[src/rtl/mmio_responder.sv]
// mmio_responder: memory-mapped register block sitting beside the dmem syncram.
// It answers a 16-word window at the top of the data address space with an LED
// register, a free-running cycle counter and a byte-wide transmit FIFO, and it
// keeps stores aimed at that window away from dmem.
module mmio_responder #(
    parameter int                    ADDR_WIDTH = 12,
    parameter int                    DATA_WIDTH = 32,
    parameter logic [ADDR_WIDTH-1:0] MMIO_BASE  = 12'hFF0,
    parameter int                    FIFO_DEPTH = 8
) (
    input  logic                  clock,
    input  logic                  reset,
    input  logic [ADDR_WIDTH-1:0] address_dmem,
    input  logic [DATA_WIDTH-1:0] data,
    input  logic                  wren,
    output logic                  mem_wren,
    output logic [DATA_WIDTH-1:0] q_mmio,
    output logic                  mmio_hit,
    output logic [7:0]            led,
    output logic [7:0]            tx_data,
    output logic                  tx_valid,
    input  logic                  tx_ready
);

    localparam int PtrW = $clog2(FIFO_DEPTH);
    localparam int CntW = PtrW + 1;

    // Window decode: only the upper address bits select the block, the low
    // nibble picks the register.
    logic       hit;
    logic [3:0] offset;

    assign hit      = (address_dmem[ADDR_WIDTH-1:4] == MMIO_BASE[ADDR_WIDTH-1:4]);
    assign offset   = address_dmem[3:0];
    assign mem_wren = wren & ~hit;

    // Register state and its next-state values.
    logic [7:0]            led_q,       led_d;
    logic [DATA_WIDTH-1:0] cycle_q,     cycle_d;
    logic [PtrW-1:0]       wrPtr_q,     wrPtr_d;
    logic [PtrW-1:0]       rdPtr_q,     rdPtr_d;
    logic [CntW-1:0]       fifoCount_q, fifoCount_d;
    logic                  overflow_q,  overflow_d;
    logic [DATA_WIDTH-1:0] qMmio_q,     qMmio_d;
    logic                  mmioHit_q,   mmioHit_d;
    logic [7:0]            fifoMem_q [FIFO_DEPTH];

    // Decoded write strobes for each register.
    logic wrLed;
    logic wrCycle;
    logic push;
    logic wrStatus;

    assign wrLed    = wren & hit & (offset == 4'h0);
    assign wrCycle  = wren & hit & (offset == 4'h1);
    assign push     = wren & hit & (offset == 4'h2);
    assign wrStatus = wren & hit & (offset == 4'h3);

    // FIFO flags. A push into a full FIFO still lands when the head is being
    // popped in the same cycle, because that pop frees the slot being written.
    logic full;
    logic empty;
    logic pop;
    logic accept;

    assign empty  = (fifoCount_q == '0);
    assign full   = (fifoCount_q == CntW'(FIFO_DEPTH));
    assign pop    = tx_valid & tx_ready;
    assign accept = push & (~full | pop);

    assign tx_valid = ~empty;
    assign tx_data  = fifoMem_q[rdPtr_q];
    assign led      = led_q;
    assign q_mmio   = qMmio_q;
    assign mmio_hit = mmioHit_q;

    // Only a few store-data bits carry meaning; the rest are deliberately dropped.
    logic unusedDataBits;
    assign unusedDataBits = ^{data[DATA_WIDTH-1:10], data[8]};

    // Read mux built from pre-edge state so a read never sees its own cycle's update.
    logic [DATA_WIDTH-1:0] readData;

    always_comb begin
        readData = '0;
        case (offset)
            4'h0: readData[7:0] = led_q;
            4'h1: readData      = cycle_q;
            4'h3: begin
                readData[0]   = full;
                readData[1]   = empty;
                readData[8:4] = 5'(fifoCount_q);
                readData[9]   = overflow_q;
            end
            default: readData = '0;
        endcase
    end

    // Next-state logic for registers, counter, FIFO bookkeeping and load data.
    always_comb begin
        led_d       = wrLed ? data[7:0] : led_q;
        cycle_d     = wrCycle ? '0 : cycle_q + DATA_WIDTH'(1);
        wrPtr_d     = accept ? wrPtr_q + PtrW'(1) : wrPtr_q;
        rdPtr_d     = pop ? rdPtr_q + PtrW'(1) : rdPtr_q;
        fifoCount_d = fifoCount_q;
        case ({accept, pop})
            2'b10:   fifoCount_d = fifoCount_q + CntW'(1);
            2'b01:   fifoCount_d = fifoCount_q - CntW'(1);
            default: fifoCount_d = fifoCount_q;
        endcase
        overflow_d = overflow_q;
        if (push & full & ~pop) begin
            overflow_d = 1'b1;
        end else if (wrStatus & data[9]) begin
            overflow_d = 1'b0;
        end
        qMmio_d   = hit ? readData : '0;
        mmioHit_d = hit;
    end

    // State registers, cleared asynchronously while reset is low.
    always_ff @(posedge clock or negedge reset) begin
        if (!reset) begin
            led_q       <= '0;
            cycle_q     <= '0;
            wrPtr_q     <= '0;
            rdPtr_q     <= '0;
            fifoCount_q <= '0;
            overflow_q  <= 1'b0;
            qMmio_q     <= '0;
            mmioHit_q   <= 1'b0;
        end else begin
            led_q       <= led_d;
            cycle_q     <= cycle_d;
            wrPtr_q     <= wrPtr_d;
            rdPtr_q     <= rdPtr_d;
            fifoCount_q <= fifoCount_d;
            overflow_q  <= overflow_d;
            qMmio_q     <= qMmio_d;
            mmioHit_q   <= mmioHit_d;
        end
    end

    // FIFO storage; cleared on reset so the head byte reads 0 while empty after reset.
    always_ff @(posedge clock or negedge reset) begin
        if (!reset) begin
            for (int i = 0; i < FIFO_DEPTH; i++) begin
                fifoMem_q[i] <= '0;
            end
        end else if (accept) begin
            fifoMem_q[wrPtr_q] <= data[7:0];
        end
    end

endmodule

[config.mk]
export PLATFORM = sky130hd
export DESIGN_NAME = mmio_responder
export DESIGN_NICKNAME = d
export VERILOG_FILES = /design/src/rtl/mmio_responder.sv
export SDC_FILE = /design/constraint.sdc
export NUM_CORES = 1
export LEC_CHECK = 0
export CORE_MARGIN = 5
export CORE_UTILIZATION = 35
export CTS_CLUSTER_DIAMETER = 50
export CTS_CLUSTER_SIZE = 25
export DETAILED_ROUTE_END_ITERATION = 12
export GPL_TIMING_DRIVEN = 0
export PLACE_DENSITY = 0.66
export SYNTH_ARGS = -nofsm -noshare
export SYNTH_HDL_FRONTEND = slang
export SYNTH_SLANG_ARGS = --single-unit
[constraint.sdc]
create_clock -name clock -period 3.1 [get_ports clock]
set_input_delay 0.775 -clock clock [delete_from_list [all_inputs] [get_ports clock]]
set_output_delay 0.775 -clock clock [all_outputs]
set_load 0.005 [all_outputs]
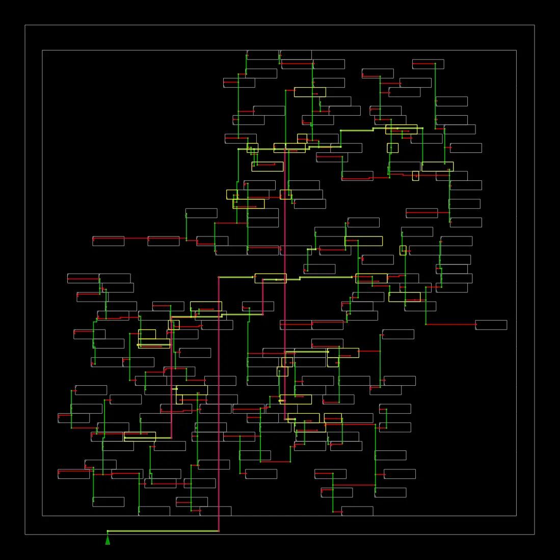
Figure 1: run 1, the clock network.
clk sink count: 148
total clock buffers created by CTS: 17
clock latency at the later pin of the worst-skew pair: 420 ps
number of sequential cells: 148
clkbuf count: 19

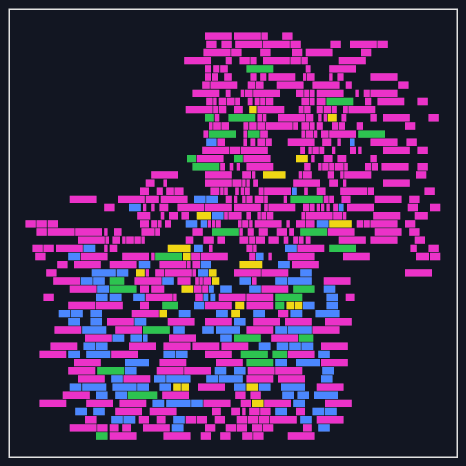
Figure 2: run 1, cells by drive strength.
Scale: 3 px per um.
drive 3 to 4: marked yellow, cells 22, share 3.5%. drive 1 or less: marked magenta, cells 463, share 73%. drive 2: marked blue, cells 117, share 19%. drive 6 and up: marked green, cells 30, share 4.7%.

==> impl_metrics.py, run 1 <==
# Flow results
metrics = {
    "detailed_routing": {
        "route.final.wire_length_um": 16000,
        "drt_drc_violations_left": 0,
        "via_count": 4536,
        "via_per_inst": 5.09,
    },
    "yosys": {
        "yosys.area_share.simple_pct": 13.8,
        "yosysTopAreaCell": "sky130_fd_sc_hd__dfrtp_1",
        "yosys.area_share.aoi_pct": 4.47,
        "synth_cell_type_count": 47,
        "syn_area_per_cell_sq_um": 13.0,
        "share_of_synthesized_cell_area_in_full_adder_half_adder_and_majority_cells_pct": 1.11,
        "mappedNetlistArea_sq_um": 6740,
        "synth_stat.cells": 518,
        "mappedNetlistNets": 572,
        "enable_flop_cells": 0,
        "netlist.top_cell.by_instances": "sky130_fd_sc_hd__dfrtp_1",
    },
    "critical_path": {
        "regToRegEndpoint": "fifoCount_q[2]$_DFFE_PN0P_",
        "startpoint_of_the_worst_register_to_register_path": "fifoCount_q[1]$_DFFE_PN0P_",
        "endpoint_kind": "output pin",
        "critical_path_arrival_ps": 2230,
        "crit_buf_inv": 4,
        "crit_path_max_fanout": 10,
        "r2r_slack_ps": 210,
        "kind_of_cell_adding_the_most_delay_to_the_critical_path": "multiplexers",
        "worst_path_largest_cell_delay_ps": 480,
        "cp-startpoint": "rdPtr_q[0]$_DFFE_PN0P_",
    },
    "clocking": {
        "clockBufferDepth": 2,
        "number_of_buffers_added_for_setup_after_cts": 4,
        "cts_tree": "done",
        "clockRootBuffer": "sky130_fd_sc_hd__clkbuf_16",
    },
    "floorplanning": {
        "number_of_top_level_design_ports": 99,
        "coreArea_sq_um": 18800,
        "die_area_sq_um": 22100,
        "floorplan.rows": 50,
    },
    "job": {
        "tally_of_openroad_warnings": 50,
    },
    "global_routing": {
        "pin_count_of_the_biggest_net_entering_global_routing": 88,
        "first_global_vias": 4844,
    },
    "layout": {
        "layout.cells.most_common": "sky130_fd_sc_hd__dfrtp_1",
        "bufAreaShareNonClock_pct": 11.5,
        "max_flop_register": "fifoMem_q",
        "area_dominant_class": "flip-flops and latches",
        "nonClockInverterCount": 9,
        "clk_share_pct": 6.76,
        "proportion_of_cell_area_occupied_by_multi_input_gates_pct": 34.1,
    },
    "place": {
        "preCtsSetupSlack_ps": -488,
        "placed_cells_incl_taps": 854,
        "hpwl_um": 11200,
    },
    "timing": {
        "worst_pin_slew_ps": 1010,
        "fin_worst_hold_slack_ps": 397,
        "hold_viol": 0,
        "final-setup-viol-count": 0,
        "max_freq_mhz": 333,
        "slew_headroom_pct": 32.2,
        "post-route-period-util_pct": 96.9,
    },
    "pwr": {
        "cell_internal_power_w": 0.00357,
        "clock_net_power_w": 0.00199,
        "power.switching_fraction_pct": 27.6,
        "totalPowerFinal_w": 0.00493,
        "dominant_power_group": "registers",
        "comb_power_share_pct": 16.5,
    },
    "status": {
        "run_status": "finished, final reports clean",
    },
}
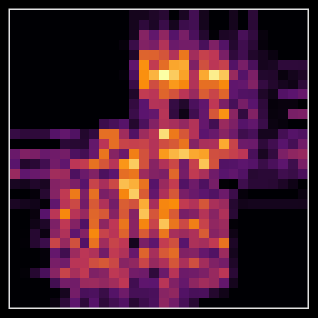
Figure 3: run 1, wiring heat map.
Scale: 2 px per um. The die is cut into 30 by 30 equal tiles; black is low, pale yellow is high, scaled to the fullest tile. Values are wire area over tile area, all layers added.
The emptiest ninth of the die: upper left. 16% of the tiles are over half the peak. The densest ninth of the die: center. 33% of the tiles are nearly empty.

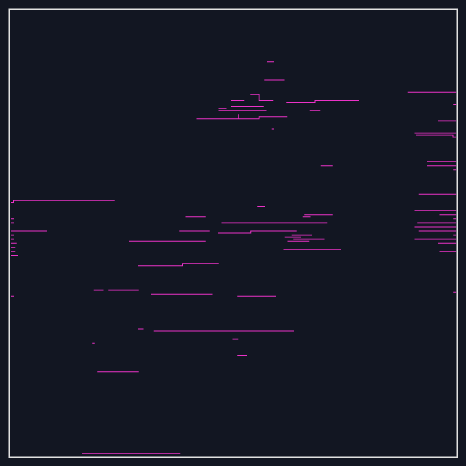
Figure 4: run 1, the metal 3 layer.
Scale: 3 px per um.
56 nets have wire on it. The wires run mostly horizontal.

==> run 2, diff against run 1 <==
- MAX_ROUTING_LAYER: unset -> met4
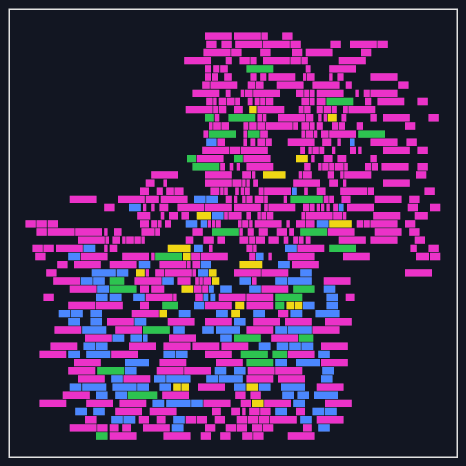
Figure 5: run 2, cells by drive strength.
Scale: 3 px per um.
drive 6 and up: marked green, cells 30, share 4.7%. drive 2: marked blue, cells 117, share 19%. drive 1 or less: marked magenta, cells 463, share 73%. drive 3 to 4: marked yellow, cells 22, share 3.5%.

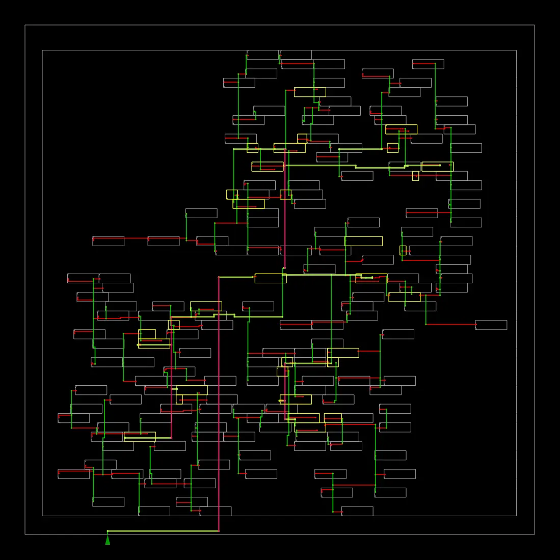
Figure 6: run 2, the clock network.
clock latency at the later pin of the worst-skew pair: 430 ps
Power Clock: 0.00199 W
clock tree skew after final layout: 6.91 ps

==> impl_metrics.py, run 2 <==
# Flow results
metrics = {
    "pwr": {
        "power.switching_fraction_pct": 27.7,
        "peakVddDrop_mv": 0.438,
        "cell_internal_power_w": 0.00357,
        "p_clk_share_pct": 40.3,
        "comb_power_share_pct": 16.5,
        "dominant_power_group": "registers",
        "power.leakage_nw": 3.92,
        "totalPowerFinal_w": 0.00493,
    },
    "clocking": {
        "cts_tree": "done",
        "cts.reportedPaths.clkPinSlew_ps": 60,
        "cts-buffers-inserted": 17,
        "cts_resized": 24,
        "cts_sinks": 148,
        "clockBufferDepth": 2,
        "clockRootBuffer": "sky130_fd_sc_hd__clkbuf_16",
        "number_of_buffers_added_for_setup_after_cts": 4,
    },
    "timing": {
        "slew_headroom_pct": 32.3,
        "post-route-period-util_pct": 97.1,
        "hold_viol": 0,
        "totalNegativeSetupSlack_ps": 0,
        "setup_ws_ps": 90.9,
        "finalMaxSlewViolations": 0,
        "max_freq_mhz": 332,
        "final-setup-viol-count": 0,
        "fin_worst_hold_slack_ps": 391,
        "worst_pin_slew_ps": 1010,
        "fin_crit_ps": 3010,
    },
    "layout": {
        "proportion_of_cell_area_occupied_by_multi_input_gates_pct": 34.1,
        "final_cell_count_no_fill": 892,
        "layout.cells.most_common": "sky130_fd_sc_hd__dfrtp_1",
        "num-nonclk-buffers": 109,
        "largest_register_ffs": 64,
        "comb_cells": 334,
        "max_flop_register": "fifoMem_q",
        "insertedDiodeCount": 0,
        "area_delta_synth_final_pct": 26.3,
        "utilization_after_layout_pct": 45.2,
        "nonClockInverterCount": 9,
        "bufAreaShareNonClock_pct": 11.5,
        "layout-drive-gt1-share_pct": 26.7,
        "filler_cell_count": 1668,
        "clk_share_pct": 6.76,
        "num-clock-buffers": 19,
        "area_dominant_class": "flip-flops and latches",
        "flop-count": 148,
    },
    "detailed_routing": {
        "drt_drc_violations_left": 0,
        "route.final.wire_length_um": 16000,
        "wl_met3_um": 698,
        "detailedRoute.firstIterationViolations": 304,
        "routed_wire_per_std_cell_um": 17.9,
        "first_pass_iters": 7,
        "via_count": 4577,
        "via_per_inst": 5.13,
    },
    "place": {
        "dpl-instance-area_sq_um": 7850,
        "port_buffers": 75,
        "hpwl_um": 11200,
        "placed_cells_incl_taps": 854,
        "finalWeightedCongestion": 0.792,
        "preCtsSetupSlack_ps": -488,
    },
    "global_routing": {
        "global_route.peak_usage_layer": "met2",
        "pin_count_of_the_biggest_net_entering_global_routing": 88,
        "first_global_vias": 4845,
        "globalRoute.totalOverflow": 0,
        "groute.usage.overall_pct": 15.8,
        "use_met3_pct": 3.37,
    },
    "yosys": {
        "synth_top_flop_cell": "sky130_fd_sc_hd__dfrtp_1",
        "ys_top_cells_by_area": "sky130_fd_sc_hd__dfrtp_1 55%, sky130_fd_sc_hd__mux2_2 14%, sky130_fd_sc_hd__mux4_2 5.3%",
        "postSynth.asyncResetShare_pct": 100,
        "synth-seq-area-share_pct": 54.9,
        "synthXorXnorAreaFrac_pct": 2.99,
        "ys_ff": 148,
        "yosys.area_share.simple_pct": 13.8,
        "yosysTopAreaCell": "sky130_fd_sc_hd__dfrtp_1",
        "common_cells": "148 x sky130_fd_sc_hd__dfrtp_1, 86 x sky130_fd_sc_hd__mux2_2, 31 x sky130_fd_sc_hd__nor2_1",
        "synth_stat.cells": 518,
        "synth_cell_type_count": 47,
        "share_of_synthesized_cell_area_in_full_adder_half_adder_and_majority_cells_pct": 1.11,
        "syn_area_per_cell_sq_um": 13.0,
        "synth_chip_area_sq_um": 6740,
        "mappedNetlistArea_sq_um": 6740,
        "yosys.area_share.aoi_pct": 4.47,
        "enable_flop_cells": 0,
        "netlist.top_cell.by_instances": "sky130_fd_sc_hd__dfrtp_1",
        "mappedNetlistNets": 572,
        "post_synth_main_logic_family": "multiplexers",
    },
    "floorplanning": {
        "die_height_um": 149,
        "die_area_sq_um": 22100,
        "floorplan.rows": 50,
        "coreArea_sq_um": 18800,
        "tap-cell-count": 260,
        "number_of_top_level_design_ports": 99,
    },
    "critical_path": {
        "worstPathCellList": "buf_8 -> buf_12 -> buf_4 -> mux4_2 -> mux2_2 -> dlygate4sd2_1",
        "startpoint_of_the_worst_register_to_register_path": "fifoCount_q[1]$_DFFE_PN0P_",
        "crit_buf_inv": 4,
        "critical_path_arrival_ps": 2230,
        "endpoint_kind": "output pin",
        "r2r_slack_ps": 200,
        "worst_path_largest_cell_delay_ps": 480,
        "cp.required_ps": 2320,
        "start_kind": "flip-flop",
        "crit_path_max_fanout": 10,
        "critical_path.endpoint": "tx_data[5]",
        "kind_of_cell_adding_the_most_delay_to_the_critical_path": "multiplexers",
        "worst-path-stages": 6,
        "cp-startpoint": "rdPtr_q[0]$_DFFE_PN0P_",
        "regToRegEndpoint": "fifoCount_q[2]$_DFFE_PN0P_",
    },
    "job": {
        "maxCapViolCount": 0,
        "tally_of_openroad_warnings": 50,
    },
    "status": {
        "run_status": "finished, final reports clean",
    },
}
Figure 7. Wiring heat map (run 2).
Scale: 2 px per um. The die is cut into 30 by 30 equal tiles; black is low, pale yellow is high, scaled to the fullest tile. Values are wire area over tile area, all layers added.
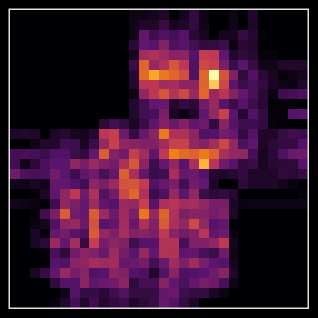

==> run 3, diff against run 2 <==
- ABC_CLOCK_PERIOD_IN_PS: unset -> 3100
- PLACE_DENSITY: 0.66 -> unset
- PLACE_DENSITY_LB_ADDON: unset -> 0.2
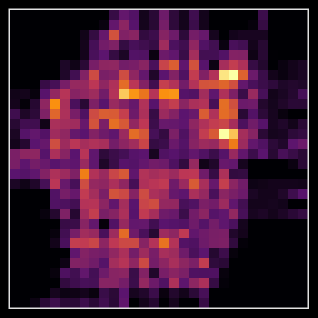
Figure 8: run 3, wiring heat map.
Scale: 2 px per um. The die is cut into 30 by 30 equal tiles; black is low, pale yellow is high, scaled to the fullest tile. Values are wire area over tile area, all layers added.
25% of the tiles are nearly empty. 8.4% of the tiles are over half the peak. The fullest tile reaches 0.51. The mean over all tiles is 0.11. The emptiest ninth of the die: lower right.

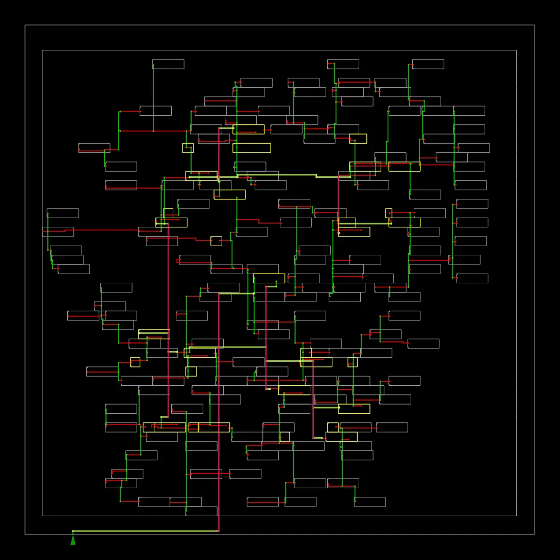
Figure 9: run 3, the clock network.
clock latency at the later pin of the worst-skew pair: 420 ps
clock tree skew after final layout: 17.3 ps

==> impl_metrics.py, run 3 <==
# Flow results
metrics = {
    "critical_path": {
        "crit_path_max_fanout": 10,
        "worst-path-stages": 6,
        "start_kind": "flip-flop",
        "critical_path.endpoint": "tx_data[7]",
        "worst_path_largest_cell_delay_ps": 480,
        "kind_of_cell_adding_the_most_delay_to_the_critical_path": "multiplexers",
        "crit_type": "flip-flop to output pin",
        "r2r_slack_ps": 250,
        "startpoint_of_the_worst_register_to_register_path": "fifoCount_q[1]$_DFFE_PN0P_",
        "endpoint_kind": "output pin",
        "crit_buf_inv": 4,
        "critical_path_arrival_ps": 2230,
        "cp-startpoint": "rdPtr_q[0]$_DFFE_PN0P_",
        "cp.required_ps": 2320,
        "regToRegEndpoint": "fifoCount_q[2]$_DFFE_PN0P_",
        "worstPathCellList": "buf_8 -> buf_12 -> buf_4 -> mux4_2 -> mux2_2 -> dlygate4sd2_1",
    },
    "pwr": {
        "pwr.group.sequential_w": 0.00213,
        "comb_power_share_pct": 16.7,
        "cell_internal_power_w": 0.00359,
        "comb_power_w": 0.000828,
        "dominant_power_group": "registers",
        "power_density_over_cell_area_nw_per_um2": 579,
        "clock_net_power_w": 0.00199,
        "power.leakage_nw": 3.97,
        "totalPowerFinal_w": 0.00494,
        "peakVddDrop_mv": 0.417,
        "power.switching_fraction_pct": 27.4,
        "total_switching_power_w": 0.00135,
        "p_clk_share_pct": 40.2,
    },
    "detailed_routing": {
        "detailedRoute.firstIterationViolations": 368,
        "route.final.wire_length_um": 16000,
        "via_count": 4542,
        "first_pass_iters": 4,
        "route.antenna.remaining_nets": 0,
        "via_per_inst": 5.10,
        "maxUsedRoutingLayer": "met4",
        "routed_wire_per_std_cell_um": 18.0,
        "drt_drc_violations_left": 0,
        "wl_met1_um": 7690,
        "wl_met3_um": 474,
        "met2_length_um": 7650,
    },
    "global_routing": {
        "wire_length_of_the_first_global_routing_pass_um": 26500,
        "groute.usage.overall_pct": 15.7,
        "global_route.peak_usage_layer": "met2",
        "met1_usage_pct": 21.0,
        "pin_count_of_the_biggest_net_entering_global_routing": 101,
        "first_global_vias": 4937,
        "globalRoute.totalOverflow": 0,
        "use_met3_pct": 3.07,
        "globalRouteMet2Util_pct": 24.6,
    },
    "timing": {
        "slew_headroom_pct": 36.6,
        "hold_viol": 0,
        "worst_pin_slew_ps": 946,
        "fin_worst_hold_slack_ps": 290,
        "max_freq_mhz": 333,
        "setup_ws_ps": 98.5,
        "grt_setup_unrepaired": "no",
        "finalMaxSlewViolations": 0,
        "final-setup-viol-count": 0,
        "post-route-period-util_pct": 96.8,
        "fin_crit_ps": 3000,
        "totalNegativeSetupSlack_ps": 0,
    },
    "place": {
        "finalWeightedCongestion": 0.822,
        "placed_cells_incl_taps": 854,
        "preCtsSetupSlack_ps": -433,
        "dpl-instance-area_sq_um": 7850,
        "port_buffers": 75,
        "hpwl_um": 11000,
    },
    "yosys": {
        "synth_chip_area_sq_um": 6740,
        "post_synth_main_logic_family": "multiplexers",
        "synth_cell_type_count": 47,
        "common_cells": "148 x sky130_fd_sc_hd__dfrtp_1, 86 x sky130_fd_sc_hd__mux2_2, 31 x sky130_fd_sc_hd__nor2_1",
        "synth-seq-area-share_pct": 54.9,
        "post_synth_mux_area_share_pct": 20.5,
        "yosys.area_share.aoi_pct": 4.47,
        "yosys.area_share.simple_pct": 13.8,
        "yosysTopAreaCell": "sky130_fd_sc_hd__dfrtp_1",
        "synthXorXnorAreaFrac_pct": 2.99,
        "synth_top_flop_cell": "sky130_fd_sc_hd__dfrtp_1",
        "postSynth.asyncResetShare_pct": 100,
        "synth_stat.cells": 518,
        "netlist.top_cell.by_instances": "sky130_fd_sc_hd__dfrtp_1",
        "share_of_synthesized_cell_area_in_full_adder_half_adder_and_majority_cells_pct": 1.11,
        "ys_ff": 148,
        "mappedNetlistNets": 572,
        "ys_top_cells_by_area": "sky130_fd_sc_hd__dfrtp_1 55%, sky130_fd_sc_hd__mux2_2 14%, sky130_fd_sc_hd__mux4_2 5.3%",
        "mappedNetlistArea_sq_um": 6740,
        "synth_cells": 518,
        "enable_flop_cells": 0,
        "syn_area_per_cell_sq_um": 13.0,
        "yosys.area.top_type_share_pct": 54.9,
    },
    "clocking": {
        "number_of_buffers_added_for_setup_after_cts": 6,
        "cts_resized": 15,
        "clockBufferDepth": 2,
        "cts_sinks": 148,
        "cts.reportedPaths.clkPinSlew_ps": 60,
        "cts_hold_buf": 0,
        "cts_tree": "done",
        "clockRootBuffer": "sky130_fd_sc_hd__clkbuf_16",
        "cts-buffers-inserted": 17,
    },
    "floorplanning": {
        "core_util_floorplan_pct": 35.8,
        "floorplan.rows": 50,
        "die_height_um": 149,
        "die_area_sq_um": 22100,
        "number_of_top_level_design_ports": 99,
        "die_width_um": 149,
        "tap-cell-count": 260,
        "coreArea_sq_um": 18800,
    },
    "layout": {
        "seq_area_sq_um": 3700,
        "num-clock-buffers": 19,
        "insertedDiodeCount": 0,
        "layout.cells.most_common": "sky130_fd_sc_hd__dfrtp_1",
        "largest_register_ffs": 64,
        "clk_share_pct": 6.77,
        "filler_cell_count": 1694,
        "comb_cells": 334,
        "num-nonclk-buffers": 108,
        "area_delta_synth_final_pct": 26.6,
        "finish.instance_area_sq_um": 8540,
        "bufAreaShareNonClock_pct": 11.7,
        "nonClockInverterCount": 9,
        "layout-drive-gt1-share_pct": 26.1,
        "max_flop_register": "fifoMem_q",
        "proportion_of_cell_area_occupied_by_multi_input_gates_pct": 33.9,
        "utilization_after_layout_pct": 45.3,
        "seq_share_pct": 43.4,
        "mi_logic_area_sq_um": 2900,
        "flop-count": 148,
        "area_dominant_class": "flip-flops and latches",
        "final_cell_count_no_fill": 891,
    },
    "job": {
        "maxCapViolCount": 0,
        "tally_of_openroad_warnings": 52,
    },
    "hold_path": {
        "worstHoldPathType": "input port to asynchronous set/reset pin",
    },
    "status": {
        "run_status": "finished, final reports clean",
    },
}
Power figures rest on the tool's default switching activity, not on a simulated workload.
